--- src/rtl/line_window_gen.sv ---
// Streaming K x K sliding-window generator: raster pixels in, interior windows out,
// using K-1 line buffers instead of a full-frame store.
module line_window_gen #(
    parameter int BIT_LENGTH = 5,
    parameter int IMG_W      = 20,
    parameter int IMG_H      = 20,
    parameter int K          = 3,
    parameter int CW         = 9
) (
    input  logic                          clk,
    input  logic                          reset,
    input  logic [BIT_LENGTH-1:0]         pixel_in,
    input  logic                          in_valid,
    input  logic                          in_sof,
    output logic                          in_ready,
    output logic [K*K*BIT_LENGTH-1:0]     win_data,
    output logic                          win_valid,
    input  logic                          win_ready,
    output logic [CW-1:0]                 win_row,
    output logic [CW-1:0]                 win_col,
    output logic                          win_last,
    output logic                          sof_err
);

    localparam int R   = (K - 1) / 2;
    localparam int NLB = K - 1;
    localparam int AW  = (IMG_W > 1) ? $clog2(IMG_W) : 1;

    logic [CW-1:0]         r;
    logic [CW-1:0]         c;
    logic [BIT_LENGTH-1:0] lb  [NLB][IMG_W];
    logic [BIT_LENGTH-1:0] win [K][K];
    logic [BIT_LENGTH-1:0] col_v [K];
    logic [AW-1:0]         idx;
    logic                  accept;
    logic                  bad_sof;
    logic                  last_pix;
    logic                  emit;

    assign in_ready = !win_valid || win_ready;
    assign accept   = in_valid && in_ready;
    assign bad_sof  = in_sof && ((r != '0) || (c != '0));
    assign last_pix = (r == CW'(IMG_H - 1)) && (c == CW'(IMG_W - 1));
    assign emit     = !bad_sof && (r >= CW'(K - 1)) && (c >= CW'(K - 1));
    // A mid-frame sof pixel is stored as column 0 of the restarted frame.
    assign idx      = bad_sof ? '0 : c[AW-1:0];

    always_comb begin
        for (int i = 0; i < K; i++) begin
            col_v[i] = '0;
        end
        for (int i = 0; i < K - 1; i++) begin
            col_v[i] = lb[K-2-i][idx];
        end
        col_v[K-1] = pixel_in;
    end

    // Line buffers carry no reset; every entry is rewritten before it is read.
    always_ff @(posedge clk) begin
        if (accept) begin
            lb[0][idx] <= pixel_in;
            for (int n = 1; n < NLB; n++) begin
                lb[n][idx] <= lb[n-1][idx];
            end
        end
    end

    always_ff @(posedge clk or negedge reset) begin
        if (!reset) begin
            r         <= '0;
            c         <= '0;
            win_valid <= 1'b0;
            win_last  <= 1'b0;
            win_row   <= '0;
            win_col   <= '0;
            sof_err   <= 1'b0;
            for (int i = 0; i < K; i++) begin
                for (int j = 0; j < K; j++) begin
                    win[i][j] <= '0;
                end
            end
        end else begin
            sof_err <= accept && bad_sof;
            if (accept) begin
                for (int i = 0; i < K; i++) begin
                    for (int j = 0; j < K - 1; j++) begin
                        win[i][j] <= win[i][j+1];
                    end
                    win[i][K-1] <= col_v[i];
                end

                if (bad_sof) begin
                    r <= '0;
                    c <= CW'(1);
                end else if (c == CW'(IMG_W - 1)) begin
                    c <= '0;
                    r <= last_pix ? '0 : r + CW'(1);
                end else begin
                    c <= c + CW'(1);
                end

                if (emit) begin
                    win_valid <= 1'b1;
                    win_row   <= r - CW'(R);
                    win_col   <= c - CW'(R);
                    win_last  <= last_pix;
                end else begin
                    win_valid <= 1'b0;
                end
            end else if (win_ready) begin
                win_valid <= 1'b0;
            end
        end
    end

    for (genvar gi = 0; gi < K; gi++) begin : g_row
        for (genvar gj = 0; gj < K; gj++) begin : g_col
            assign win_data[(gi*K+gj)*BIT_LENGTH +: BIT_LENGTH] = win[gi][gj];
        end
    end

endmodule
--- config.mk ---
export PLATFORM = sky130hd
export DESIGN_NAME = line_window_gen
export DESIGN_NICKNAME = d
export VERILOG_FILES = /design/src/rtl/line_window_gen.sv
export SDC_FILE = /design/constraint.sdc
export NUM_CORES = 1
export LEC_CHECK = 0
export CORE_AREA = 10 10 137 164
export DETAILED_ROUTE_END_ITERATION = 8
export DIE_AREA = 0 0 147 174
export PLACE_DENSITY = 0.83
export SLEW_MARGIN = 20
export SYNTH_ARGS = -nofsm -noshare
export SYNTH_HDL_FRONTEND = slang
export SYNTH_SLANG_ARGS = --single-unit
--- constraint.sdc ---
create_clock -name clk -period 5.75 [get_ports clk]
set_input_delay 0.575 -clock clk [delete_from_list [all_inputs] [get_ports clk]]
set_output_delay 0.575 -clock clk [all_outputs]
set_load 0.02 [all_outputs]
==> results.sh <==
# source this file to load flow results
export IMPL_reg2reg_from="c[1]$_DFFE_PN0P_"
export IMPL_outcome="completed"
export IMPL_r2r_end="lb[0][157]$_DFFE_PP_"
export IMPL_ir_drop_v=0.000345
export IMPL_p_clk_share_pct=24.5
export IMPL_aoi_share_pct=9.86
export IMPL_n_antenna_cell=0
export IMPL_netlist_instances=876
export IMPL_inv_count=11
export IMPL_critical_path_required_ns=5.99
export IMPL_antenna_left=0
export IMPL_cts_root_buf="clkbuf_16"
export IMPL_critPathKind="flop to flop"
export IMPL_startpoint_type="flop"
export IMPL_syn_num_nets=894
export IMPL_rr_worst_depth=7
export IMPL_period_used_pct=66.2
export IMPL_drt_iter0_markers=1065
export IMPL_clkbuf_count=36
export IMPL_rsz0062_at_grt="no"
export IMPL_cts_sinks=284
export IMPL_setup_viol=0
export IMPL_cts_resized=0
export IMPL_preCtsSetupSlack_ns=2.03
export IMPL_top_logic_kind="simple AND/OR/NAND/NOR gates"
## state kept, by name, summed over array words and instances (netlist names)
| signal | cells |
|---|---|
| c | 9 |
| lb | 200 |
| r | 9 |
| sof_err | 1 |
| win_col | 9 |
| win_data | 45 |
| win_last | 1 |
| win_row | 9 |
| win_valid | 1 |
## Yosys cell counts (5+ instances only)
library cell / instances / area [µm²]
nand3_1: 16 / 80.1
nand2b_1: 6 / 37.5
dfrtp_1: 84 / 2100
a31oi_1: 11 / 68.8
nor2_1: 60 / 225
o21ai_0: 33 / 165
buf_6: 5 / 56.3
ha_1: 8 / 100
a22oi_1: 16 / 120
edfxtp_1: 200 / 6010
mux2_2: 16 / 180
buf_1: 8 / 30.0
a21oi_1: 23 / 115
nand2_1: 137 / 514
a21oi_2: 15 / 131
inv_1: 11 / 41.3
nor3_1: 17 / 85.1
xor2_1: 12 / 105
clkbuf_1: 21 / 78.8
o211ai_1: 5 / 37.5
mux2i_1: 19 / 190
buf_4: 5 / 37.5
a221oi_1: 7 / 61.3
mux4_2: 13 / 293
buf_2: 17 / 85.1
a221o_1: 6 / 60.1
or3_1: 5 / 31.3
xnor2_1: 14 / 123
## stage by stage
stage / cells / hold WS (ns) / instance area (µm²)
floorplan: 876 / 0.279 / 11900
finish: 1224 / 0.407 / 13800
global placement: 1174 / 0.411 / 12900
CTS: 1224 / 0.403 / 13800
global route: 1224 / 0.428 / 13800
detailed placement: 1174 / 0.412 / 12900
## metal layers
metal  part of all wire, %  track usage, %
met3                   9.1            4.29
met4                   5.4            11.3
met2                    50            38.0
met5                     0               0
met1                    36            27.9
## cells in the final DEF, fill, tap and decap left out, drive strengths merged, types with 3 or more instances in the layout
| master | n |
|---|---|
| a221o | 6 |
| xor2 | 12 |
| clkbuf | 36 |
| a221oi | 7 |
| a31oi | 11 |
| mux4 | 13 |
| nor3 | 17 |
| a21oi | 38 |
| edfxtp | 200 |
| nor2b | 4 |
| xnor2 | 14 |
| mux2i | 19 |
| nand2 | 138 |
| clkdlybuf4s50 | 75 |
| nor2 | 61 |
| bufinv | 3 |
| o211ai | 6 |
| a22oi | 16 |
| nand2b | 6 |
| o21ai | 36 |
| and2 | 4 |
| a21o | 4 |
| or4 | 4 |
| inv | 11 |
| nand3 | 16 |
| buf | 18 |
| nand4 | 5 |
| or3 | 5 |
| nor4 | 7 |
| dfrtp | 84 |
| a222oi | 3 |
| clkinv | 9 |
| a211oi | 4 |
| mux2 | 17 |
| ha | 8 |
| o22a | 4 |
| o32a | 3 |
## power groups by stage
stage | sequential, mW | clock (mW) | combinational, mW
floorplan | 3.11 | 0 | 1.38
global placement | 2.91 | 0 | 2.52
detailed placement | 2.92 | 0 | 2.58
CTS | 2.88 | 1.81 | 2.61
global route | 2.92 | 1.90 | 2.81
finish | 2.88 | 1.79 | 2.64
## worst max-delay path, cell delays in order (launching register included)
cell,delay [ns]
dfrtp_2,0.37
buf_4,0.37
nor2b_2,0.92
a22oi_1,0.39
a2bb2oi_1,0.28
a21oi_1,0.08
or4_1,0.55
nand2_1,0.51
Cell outlines without signal wires:
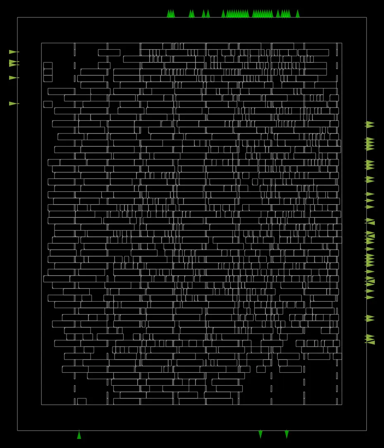
Seq Cell Count: 284
final std cells w/o fill: 1224
core area: 19300 µm²
fill count: 1254
num rows: 56

Signal metal coverage by tile:
(2 px per µm) The die is cut into 29 by 35 equal tiles; dark blue is low, red is high, scaled to the fullest tile. Values are wire area over tile area, all layers added.
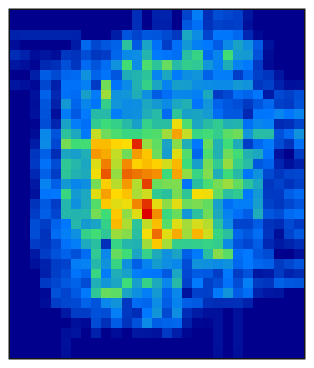
nearly empty tiles: 22%
tiles over half the peak: 14%
mean over tiles: 0.20
densest ninth of the die: center
fullest tile: 0.83

No activity file was given, so power comes from the tool's default toggle rates.
